**src/rtl/dmem_arbiter.sv**
```systemverilog
// Two-port arbiter in front of the single-port data memory: core (C) and loader (L).
// Owner-based round-robin with a bounded burst; grants are combinational from owner and requests.
module dmem_arbiter #(
  parameter int AW        = 6,
  parameter int DW        = 32,
  parameter int MAX_BURST = 4
) (
  input  logic          clk,
  input  logic          rst,
  input  logic          c_req,
  input  logic          c_wr,
  input  logic [AW-1:0] c_addr,
  input  logic [DW-1:0] c_wdata,
  output logic          c_gnt,
  output logic          c_stall,
  input  logic          l_req,
  input  logic          l_wr,
  input  logic [AW-1:0] l_addr,
  input  logic [DW-1:0] l_wdata,
  output logic          l_gnt,
  output logic [DW-1:0] rdata,
  output logic [AW-1:0] m_addr,
  output logic          m_wr,
  output logic [DW-1:0] m_din,
  input  logic [DW-1:0] m_dout
);

  localparam int            CW   = $clog2(MAX_BURST + 1);
  localparam logic [CW-1:0] LAST = CW'(MAX_BURST - 1);

  typedef enum logic {
    OWN_C = 1'b0,
    OWN_L = 1'b1
  } owner_t;

  owner_t        owner, owner_nxt;
  logic [CW-1:0] cnt, cnt_nxt;
  logic          own_req, oth_req;

  // NOTE: sequential state uses non-blocking assignments so every flop samples pre-edge values.
  always_ff @(posedge clk or posedge rst) begin
    if (rst) begin
      owner <= OWN_C;
      cnt   <= '0;
    end else begin
      owner <= owner_nxt;
      cnt   <= cnt_nxt;
    end
  end

  // cnt counts contested cycles already granted to the owner; it never passes LAST.
  always_comb begin
    // NOTE: every output of this block gets a default first, so no path can infer a latch.
    owner_nxt = owner;
    cnt_nxt   = '0;
    own_req   = (owner == OWN_C) ? c_req : l_req;
    oth_req   = (owner == OWN_C) ? l_req : c_req;
    if (oth_req) begin
      if (!own_req || cnt == LAST) begin
        owner_nxt = (owner == OWN_C) ? OWN_L : OWN_C;
      end else begin
        cnt_nxt = cnt + CW'(1);
      end
    end
  end

  assign c_gnt   = c_req & (owner == OWN_C);
  assign l_gnt   = l_req & (owner == OWN_L);
  assign c_stall = c_req & ~c_gnt;

  // Address and data follow the owner even when it is idle; only m_wr needs a grant.
  assign m_addr = (owner == OWN_C) ? c_addr  : l_addr;
  assign m_din  = (owner == OWN_C) ? c_wdata : l_wdata;
  assign m_wr   = (c_gnt & c_wr) | (l_gnt & l_wr);
  assign rdata  = m_dout;

endmodule

```
**config.mk**
```make
export PLATFORM = sky130hd
export DESIGN_NAME = dmem_arbiter
export DESIGN_NICKNAME = d
export VERILOG_FILES = /design/src/rtl/dmem_arbiter.sv
export SDC_FILE = /design/constraint.sdc
export NUM_CORES = 1
export LEC_CHECK = 0
export ABC_AREA = 1
export ABC_CLOCK_PERIOD_IN_PS = 1300
export CAP_MARGIN = 20
export CORE_MARGIN = 4
export CORE_UTILIZATION = 20
export CTS_CLUSTER_DIAMETER = 40
export DETAILED_ROUTE_END_ITERATION = 10
export PLACE_DENSITY = 0.93
export SLEW_MARGIN = 30
export SYNTH_ARGS = -nofsm -noshare
export SYNTH_HDL_FRONTEND = slang
export SYNTH_SLANG_ARGS = --single-unit
```
**constraint.sdc**
```tcl
create_clock -name clk -period 1.3 [get_ports clk]
set_input_delay 0.325 -clock clk [delete_from_list [all_inputs] [get_ports clk]]
set_output_delay 0.325 -clock clk [all_outputs]
set_load 0.1 [all_outputs]
```
==> impl_metrics.toml, run 1 <==
# flow metrics
[outcome]
status = "finished with violations"
violations = "setup timing"

[synth]
synth.area.mux_share_pct = 0
edf_count = 0
synth_area_per_cell_um2 = 5.17
syn_nets = 300
ys_cells = 184
synth.area.top_cells = "nand2_1 (47%), buf_4 (25%), dfrtp_1 (11%)"
netlist_instances = 184
ys_sh_aoi_pct = 0.526

[cts]
cts-root-buf = "clkbuf_8"
clock_latency_ns = 0.22
numCtsBuffers = 3

[layout]
final_cell_area_um2 = 3410
top_register = "cnt"

[grt]
globalRouteTotalUtil_pct = 16.4
grt_remaining_overflow = 0
antenna_found_initial = 0

[final_timing]
period_minus_slack_ns = 1.65
worst_pin_slew_ns = 0.213
timing.final.ws_setup_ns = -0.348
finalHoldViolations = 0
setup_viol = 42

[worst_setup_path]
worstPathCellList = "clkinv_4 -> buf_6 -> nand2_8 -> inv_16 -> nand2_8 -> nand2_8 -> buf_12"
cp_data_required_time_ns = 0.98
cp_top_family = "buffers and inverters"
reg2reg_from = "cnt[0]"
worst-r2r-cell-count = 5
cp_max_fo = 4

[detailed_routing]
antenna_left = 0
avgRoutedWirePerCell_um = 15.8
drtIter0Drc = 15
highest_layer = "met4"
drcViolationCount = 0

[power_and_ir_drop]
max-vdd-ir-drop_mv = 1.13
p_leak_uw = 0.00142

[place]
pre_cts_ws_ns = -0.408

[hold_path]
hold_path.class = "in -> async"
==> run 1: cell type report <==
| cell class | count | area [µm²] |
|---|---|---|
| repair buffers | 134 | 1810 |
| multi-input cells | 131 | 1330 |
| fillers | 292 | 1070 |
| flip-flops and latches | 4 | 101 |
| well taps | 52 | 65.1 |
| inverters | 8 | 62.6 |
| clock buffers | 3 | 41.3 |
==> run 1: placed cells by master, fill, tap and decap left out, types with 2 or more instances in the layout <==
cell	n
dlygate4sd2_1	2
buf_4	4
nand2_2	38
ha_1	2
nand2_8	42
dfrtp_1	3
nand3_1	2
nand2_4	5
nand2_1	36
inv_1	4
buf_6	3
clkbuf_8	3
clkdlybuf4s50_1	79
nor2_1	4
buf_12	44
==> run 1: power breakdown <==
group          internal, µW  switching [µW]
Combinational          1900            3230
Clock                   197            61.6
Sequential              137            17.6
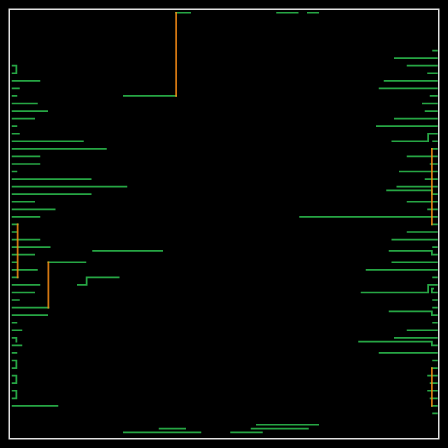
Figure 1: run 1, signal wires by layer.
Two of the layers only.
Key: orange = metal 4 [wire length 53.0 µm]; green = metal 3 [wire length 542 µm]

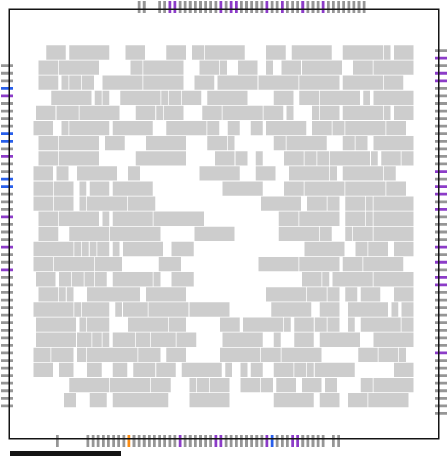
Figure 2: run 1, I/O pins on the die edge.
The bar under the picture is 20 µm long. Pins as bars across the die edge, other pins in grey.
Key: purple = l_wdata [pins 32, direction input, edge 12 east, 9 north, 6 south, 5 west]; orange = c_req [pins 1, direction input, edge south]; blue = m_addr [pins 6, direction output, edge 5 west, 1 south]
All pins by edge: 50 south, 49 east, 46 west, 43 north.
Port Buf Inserts: 123
die span in x: 77 µm
Die Y: 77 µm

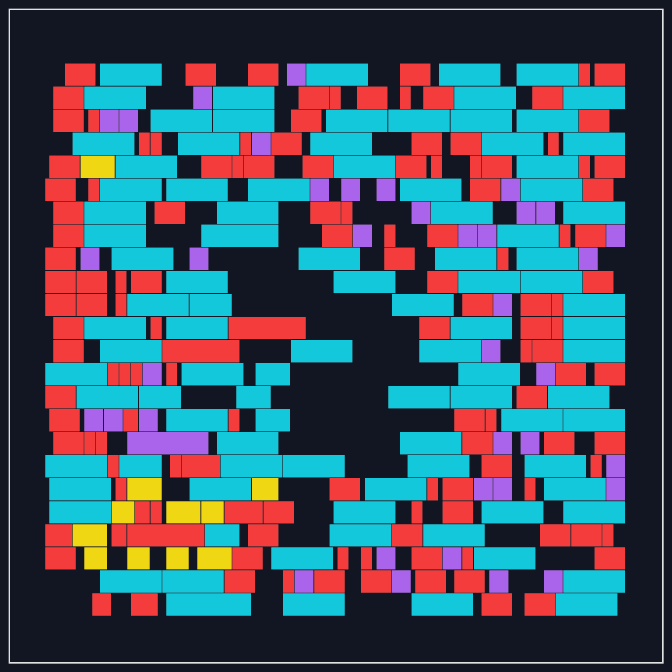
Figure 3: run 1, sizing map.
Key: red = _0 and _1 cells [cells 134, share 48%, most used clkdlybuf4s50_1]; cyan = _6 and larger [cells 96, share 34%, most used buf_12]; yellow = _3 and _4 cells [cells 11, share 3.9%, most used nand2_4]; purple = _2 cells [cells 39, share 14%, most used nand2_2]

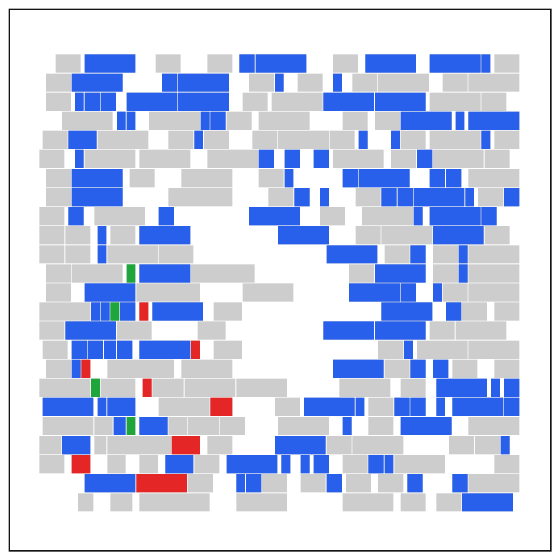
Figure 4: run 1, gate families picked out.
Key: blue = NAND gates [cells 123, where spread over the die]; red = inverters [cells 8]; green = NOR gates [cells 4]
non-filler instance count after layout: 332
Top cell excl fill/tap: clkdlybuf4s50_1

## Run 2: what changed since run 1
--- a/config.mk
+++ b/config.mk
@@ -6,7 +6,7 @@
 export NUM_CORES = 1
 export LEC_CHECK = 0
 export ABC_AREA = 1
-export ABC_CLOCK_PERIOD_IN_PS = 1300
+export ABC_CLOCK_PERIOD_IN_PS = 1630
 export CAP_MARGIN = 20
 export CORE_MARGIN = 4
 export CORE_UTILIZATION = 20
==> constraint.sdc (replaced) <==
create_clock -name clk -period 1.63 [get_ports clk]
set_input_delay 0.4075 -clock clk [delete_from_list [all_inputs] [get_ports clk]]
set_output_delay 0.4075 -clock clk [all_outputs]
set_load 0.1 [all_outputs]
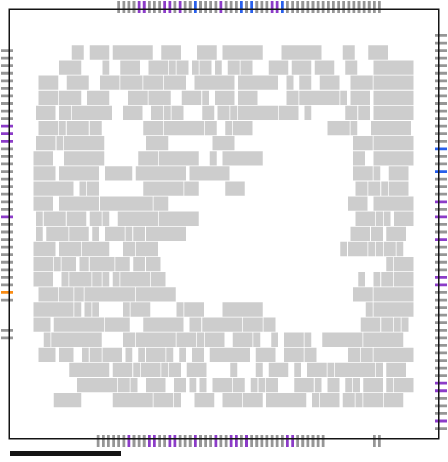
Figure 5: run 2, I/O pins on the die edge.
The bar under the picture is 20 µm long. Pins as bars across the die edge, other pins in grey.
Key: purple = l_wdata [pins 32, direction input, edge 12 south, 8 north, 8 east, 4 west]; blue = m_addr [pins 6, direction output, edge 4 north, 2 east]; orange = c_req [pins 1, direction input, edge west]

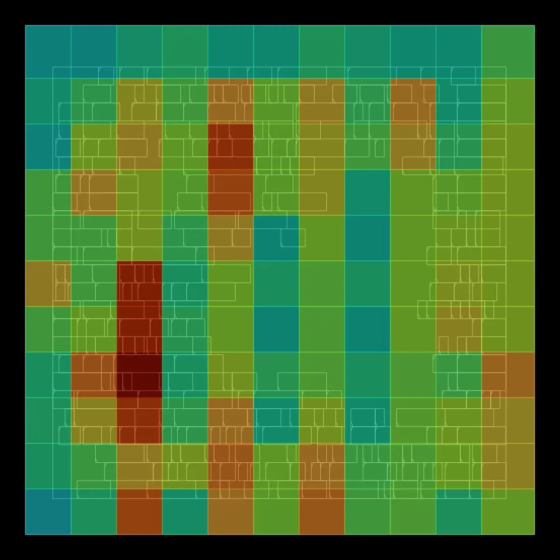
Figure 6: run 2, routing congestion.
grt met1 use: 12.3%
GRT met2 Usage: 29.4%

==> impl_metrics.toml, run 2 <==
# flow metrics
[power_and_ir_drop]
p_comb_share_pct = 91.3
max-vdd-ir-drop_mv = 0.832
p_seq_uw = 122
switchingPower_uw = 2330
comb_cell_power_uw = 3600
clkPwrFrac_pct = 5.6
intPower_uw = 1610
seqPwrFrac_pct = 3.1
top_power_group = "combinational cells"
p_leak_uw = 0.00137
powerClk_uw = 220
power_switching_share_pct = 59.1

[grt]
globalRouteTotalUtil_pct = 13.9
top_usage_layer = "met2"
grt_remaining_overflow = 0
grt_max_degree = 23
antenna_found_initial = 0

[synth]
edf_count = 0
async_reset_ff_share_pct = 100
logic_family = "simple AND/OR/NAND/NOR gates"
netlist_instances = 184
yosys_area_um2 = 952
ys_sh_xor_pct = 0
syn_nets = 300
ys_sh_aoi_pct = 0.526
synth.area.mux_share_pct = 0
synth.area.top_cells = "nand2_1 (47%), buf_4 (25%), dfrtp_1 (11%)"
synth_area_per_cell_um2 = 5.17
most_common_cell = "nand2_1"
ys_cells = 184

[worst_setup_path]
end_kind = "primary output"
cp_data_required_time_ns = 1.22
cp_top_family = "buffers and inverters"
reg2reg_from = "owner"
r2r_end = "owner"
worstPathCellList = "inv_4 -> buf_12 -> buf_12 -> nand2_1 -> nand2_2 -> buf_12"
worst-r2r-cell-count = 5
cp_slowest_cell = "dfrtp_2"
cp_max_fo = 8

[final_timing]
setup_viol = 40
finalHoldViolations = 0
worst_pin_slew_ns = 0.178
period_minus_slack_ns = 1.73
rsz0062_at_grt = "yes"
timing.final.ws_setup_ns = -0.103
fmax_mhz = 577

[layout]
final-seq-area_um2 = 101
design.seq.count = 4
comb_cells = 131
logic_area_um2 = 741
nClkBuffers = 3
drive_gt1_share_pct = 43.4
nonClkBufAreaFrac_pct = 65.5
comb_area_share_pct = 26.0
seq_share_pct = 3.56
final_layout_top_logic_cells = "clkdlybuf4s50_1 (79), nand2_1 (63), buf_12 (46)"
clkCellAreaFrac_pct = 1.45
lay_top_count = "clkdlybuf4s50_1"
largest_reg_flops = 3
top_register = "cnt"
nFillCells = 346
largest_class = "non-clock buffers"
inv_count = 8
layout.non_clock_buffers = 140

[hold_path]
hold_path.class = "in -> async"

[detailed_routing]
wl_met1_um = 1450
antenna_left = 0
avgRoutedWirePerCell_um = 13.5
firstDrtPassIters = 3
drtIter0Drc = 17
highest_layer = "met4"
drcViolationCount = 0

[cts]
cts-root-buf = "clkbuf_8"
clock_latency_ns = 0.23
cts_num_sinks = 4
numCtsBuffers = 3

[floorplanning]
dieWidth_um = 77
die_h_um = 77
n_tap_cell = 52
fp_util_pct = 21.3

[outcome]
violations = "setup timing"
status = "finished with violations"

[place]
portBuffers = 123
==> run 2: cell counts after synthesis <==
No cell type changed its count.
==> run 2: timing repair <==
action | 4_1_cts | 5_1_grt
endpoints found under the setup margin | 41 | 42
gates cloned | 0 | 1
pin swaps | 5 | 13
gates resized | 17 | 25
setup buffers | 3 | 5
==> run 2: metrics by stage <==
step | setup slack (ns) | instances | instance area [µm²] | TNS (ns)
3_3_place_gp | -0.152 | 326 | 2550 | -0.296
4_1_cts | -0.101 | 332 | 2700 | -2.53
5_1_grt | -0.150 | 338 | 2850 | -4.02
3_5_place_dp | -0.170 | 326 | 2550 | -0.426
6_report | -0.103 | 338 | 2850 | -1.88
2_1_floorplan | -0.168 | 184 | 1060 | -0.168
Power and IR drop assume default switching activity.
